## src/rtl/buffer_reg_pkg.sv

```systemverilog
// Shared defaults and helpers for the buffer_reg_fifo register-bank FIFO.
// Latency: n/a (constants and elaboration-time functions only).
// Backpressure: n/a.
package buffer_reg_pkg;

  localparam int BUFREG_DEF_WIDTH = 4;
  localparam int BUFREG_DEF_DEPTH = 4;

  // Count must represent 0..DEPTH inclusive, hence one bit more than the pointer.
  function automatic int count_width(input int depth);
    return $clog2(depth) + 1;
  endfunction

endpackage

```

## src/rtl/buffer_reg_mem.sv

```systemverilog
// DEPTH x WIDTH register array with one synchronous write port and an async read port.
// Latency: write lands on posedge clk; read is combinational from raddr.
// Backpressure: none; the caller decides when we is asserted. Storage is not reset.
module buffer_reg_mem
  import buffer_reg_pkg::*;
#(
  parameter int WIDTH = BUFREG_DEF_WIDTH,
  parameter int DEPTH = BUFREG_DEF_DEPTH,
  parameter int AW    = $clog2(DEPTH)
) (
  input  logic             clk,
  input  logic             we,
  input  logic [AW-1:0]    waddr,
  input  logic [WIDTH-1:0] wdata,
  input  logic [AW-1:0]    raddr,
  output logic [WIDTH-1:0] rdata
);

  logic [WIDTH-1:0] mem [DEPTH];

  // Write the addressed word on the clock edge; contents survive reset by design.
  always_ff @(posedge clk) begin
    if (we) begin
      mem[waddr] <= wdata;
    end
  end

  assign rdata = mem[raddr];

endmodule

```

## src/rtl/buffer_reg_fifo.sv

```systemverilog
// DEPTH-entry WIDTH-bit FIFO buffer register bank with valid/ready on both sides, count and flush.
// Latency: 1 cycle when empty; 0 cycles via fall-through when BUFFER_REG_BYPASS_EN is defined.
// Backpressure: in_ready = !full only (no combinational path from out_ready); clr wins over push/pop.
module buffer_reg_fifo
  import buffer_reg_pkg::*;
#(
  parameter int WIDTH = BUFREG_DEF_WIDTH,
  parameter int DEPTH = BUFREG_DEF_DEPTH,
  parameter int CW    = count_width(DEPTH)
) (
  input  logic             clk,
  input  logic             rst,
  input  logic             clr,
  input  logic             in_valid,
  output logic             in_ready,
  input  logic [WIDTH-1:0] in_data,
  output logic             out_valid,
  input  logic             out_ready,
  output logic [WIDTH-1:0] out_data,
  output logic [CW-1:0]    count,
  output logic             full,
  output logic             empty
);

  localparam int AW = $clog2(DEPTH);

  logic [AW-1:0]    wr_ptr;
  logic [AW-1:0]    rd_ptr;
  logic [WIDTH-1:0] rdata;
  logic             push;
  logic             pop;
  logic             we;

  assign full     = (count == CW'(DEPTH));
  assign empty    = (count == '0);
  assign in_ready = !full;

  // pop means "a stored word leaves"; a bypassed word never touches the array.
  assign pop = !empty & out_ready;

`ifdef BUFFER_REG_BYPASS_EN
  logic bypass;
  // Empty and consumer ready: hand the word straight through without storing it.
  assign bypass    = empty & in_valid & out_ready;
  assign out_valid = empty ? in_valid : 1'b1;
  assign out_data  = !empty ? rdata : (in_valid ? in_data : '0);
  assign push      = in_valid & in_ready & !bypass;
`else
  assign out_valid = !empty;
  assign out_data  = out_valid ? rdata : '0;
  assign push      = in_valid & in_ready;
`endif

  assign we = push & !clr;

  buffer_reg_mem #(
    .WIDTH (WIDTH),
    .DEPTH (DEPTH),
    .AW    (AW)
  ) u_mem (
    .clk   (clk),
    .we    (we),
    .waddr (wr_ptr),
    .wdata (in_data),
    .raddr (rd_ptr),
    .rdata (rdata)
  );

  // Pointer and occupancy update; flush discards any same-cycle transfer.
  always_ff @(posedge clk or negedge rst) begin
    if (!rst) begin
      wr_ptr <= '0;
      rd_ptr <= '0;
      count  <= '0;
    end else if (clr) begin
      wr_ptr <= '0;
      rd_ptr <= '0;
      count  <= '0;
    end else begin
      if (push) wr_ptr <= wr_ptr + 1'b1;
      if (pop)  rd_ptr <= rd_ptr + 1'b1;
      case ({push, pop})
        2'b10:   count <= count + 1'b1;
        2'b01:   count <= count - 1'b1;
        default: count <= count;
      endcase
    end
  end

endmodule

```

## config.mk

```make
export PLATFORM = sky130hd
export DESIGN_NAME = buffer_reg_fifo
export DESIGN_NICKNAME = d
export VERILOG_FILES = /design/src/rtl/buffer_reg_pkg.sv /design/src/rtl/buffer_reg_mem.sv /design/src/rtl/buffer_reg_fifo.sv
export SDC_FILE = /design/constraint.sdc
export NUM_CORES = 1
export LEC_CHECK = 0
export ABC_CLOCK_PERIOD_IN_PS = 2000
export CELL_PAD_IN_SITES_DETAIL_PLACEMENT = 0
export CELL_PAD_IN_SITES_GLOBAL_PLACEMENT = 2
export CORE_MARGIN = 2
export CORE_UTILIZATION = 31
export CTS_CLUSTER_DIAMETER = 30
export DETAILED_ROUTE_END_ITERATION = 7
export GPL_ROUTABILITY_DRIVEN = 0
export PLACE_DENSITY_LB_ADDON = 0.1
export SETUP_SLACK_MARGIN = 0.3
export SLEW_MARGIN = 40
export SYNTH_ARGS = -nofsm -noshare
export SYNTH_HDL_FRONTEND = slang
export SYNTH_SLANG_ARGS = --single-unit
export TNS_END_PERCENT = 10
```

## constraint.sdc

```tcl
create_clock -name clk -period 2 [get_ports clk]
set_input_delay 0.2 -clock clk [delete_from_list [all_inputs] [get_ports clk]]
set_output_delay 0.2 -clock clk [all_outputs]
set_load 0.02 [all_outputs]
```

### Register map, names as in the netlist

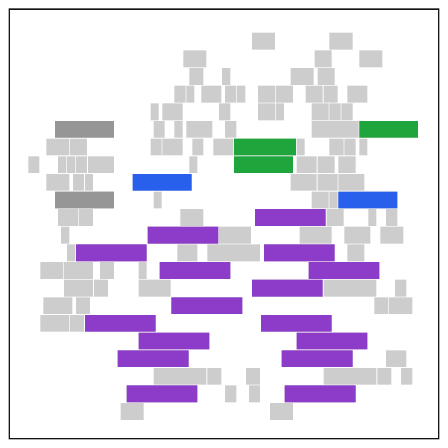
rd_ptr: shown in blue, placed flops 2. u_mem.mem: shown in purple, placed flops 16. count: shown in green, placed flops 3.
fin util: 0.413
fraction of area in registers: 0.431
register area: 657 um2
flip-flop and latch power: 0.568 mW

### Wiring heat map

Scale bar: 20 um. The die is cut into 13 by 13 equal tiles; dark purple is low, yellow is high, scaled to the fullest tile. Values are wire area over tile area, all layers added.
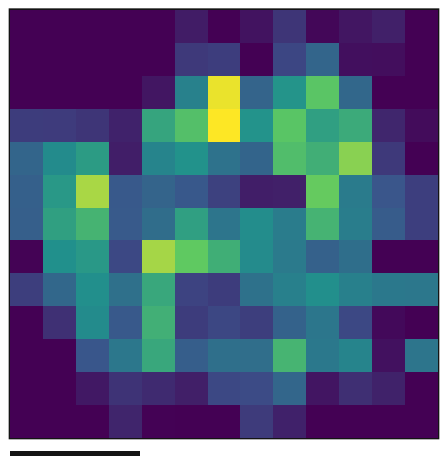
25% of the tiles are nearly empty. 18% of the tiles are over half the peak. The mean over all tiles is 0.082. The fullest tile reaches 0.31. The emptiest ninth of the die: top left.

### Clock wires, drivers and flops

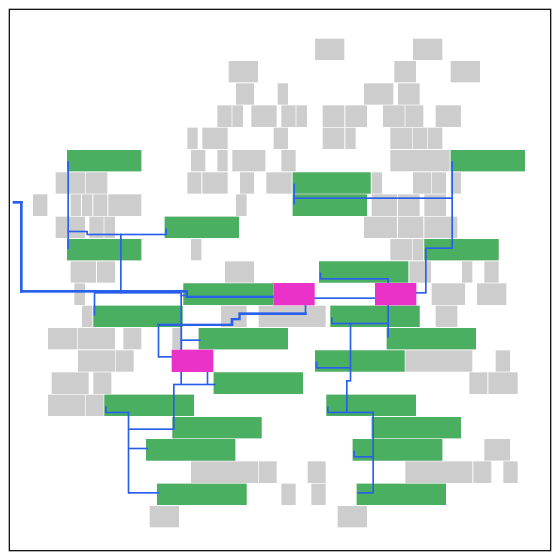
flip-flops: shown in green, count 23. clock wires: shown in blue, length 282 um. cells driving clock nets: shown in magenta, count 3.
There are 4 routed clock nets.
clock latency on the worst-skew pair: 0.26 ns
Clk pwr share: 0.217
Clk. pwr: 0.286 mW
clock skew: 0.00294 ns

==> CHANGELOG.md <==
### Changed

* Status: complete, no violations
* Die Y at 66.0 um
* Filler instances at 372
* Hold_ws at 0.201 ns
* Psw at 0.410 mW
* Reg2reg end: count[1]
* First-pass GRT wire length at 3720 um
* Yosys stat area at 1190 um2
* Seq pwr share at 0.431
* Fin area at 1520 um2
* Pre-CTS setup slack at 0.0992 ns
* Post-Route WL at 2310 um
* Non-filler cells, final at 172
* Final Hold Violation Tally at 0
* GRT Total Usage at 0.117
* Synth top area share at 0.403
* Vias in the first global route at 786
* ClkCell Share at 0.0296
* Die Size at 4360 um2
* WP depth at 3
* Slowest-stage cell, CP: or3b_4
* Largest class: sequential cells
* DR vias at 795
* Cell area power density at 866 nW/um2
* DRT antenna net count at 0
* Comb power frac at 0.353
* Tcrit/Tclk final at 0.890
* Syn Nets at 109
* Peak VDD IR at 297 uV
* Max Slew Vio Count at 0
* Comb area at 482 um2
* Buffering overhead at 0.166
* Worst-path maximum fanout at 5
* Synthesis Warnings at 0
* Clock root cell: clkbuf_8
* 1st-iter DRT viols at 31
* Post-cts sizing count at 25
## cells in the mapped netlist, drive strengths merged (3+ instances only)
| master | count |
|---|---|
| and2 | 8 |
| o21ai | 3 |
| mux4 | 4 |
| nand2 | 5 |
| a21oi | 6 |
| xor2 | 3 |
| dfrtp | 7 |
| ha | 4 |
| buf | 6 |
| edfxtp | 16 |
| nor2 | 8 |
| nand3 | 4 |
| inv | 7 |
## power by group through the flow
stage / Clock (mW) / Combinational, mW / Sequential [mW]
global route: 0.307 / 0.510 / 0.572
finish: 0.286 / 0.465 / 0.568
detailed placement: 0 / 0.488 / 0.579
floorplan: 0 / 0.287 / 0.592
global placement: 0 / 0.490 / 0.577
CTS: 0.290 / 0.478 / 0.568
## cell families (layout without fill, tap and decap cells)
kind of cell	count (synthesis)	after routing	share of synthesized area
simple gates	33	33	0.163
xor+xnor	5	5	0.0367
fa+ha+maj	5	5	0.0588
flops	23	23	0.550
mux	4	4	0.0756
buf+inv	13	42	0.0577
compound gates	12	12	0.0588
## registers in the layout, indices dropped and copies added, names as in the netlist
name / cells
u_mem.mem: 16
rd_ptr: 2
count: 3
wr_ptr: 2
## cells in the final DEF, fill, tap and decap left out, types with 2 or more instances in the layout
cell,instances
edfxtp_1,16
clkdlybuf4s50_1,11
buf_4,11
and2_1,8
inv_1,7
nor2_1,7
dfrtp_1,6
a21oi_1,5
buf_2,5
mux4_2,4
ha_1,4
xor2_1,3
nand3_1,3
o21ai_0,3
nand2_1,3
clkbuf_8,3
nand2_4,2
xnor2_1,2
## metal layers
metal  vias to the layer above  track usage  share of wire
met5                         -            0              0
met4                         0       0.0230         0.0043
met3                         2       0.0409          0.044
met2                        13        0.203           0.50
met1                       389        0.140           0.45
li1                        391            -              -
Power figures rest on the tool's default switching activity, not on a simulated workload.
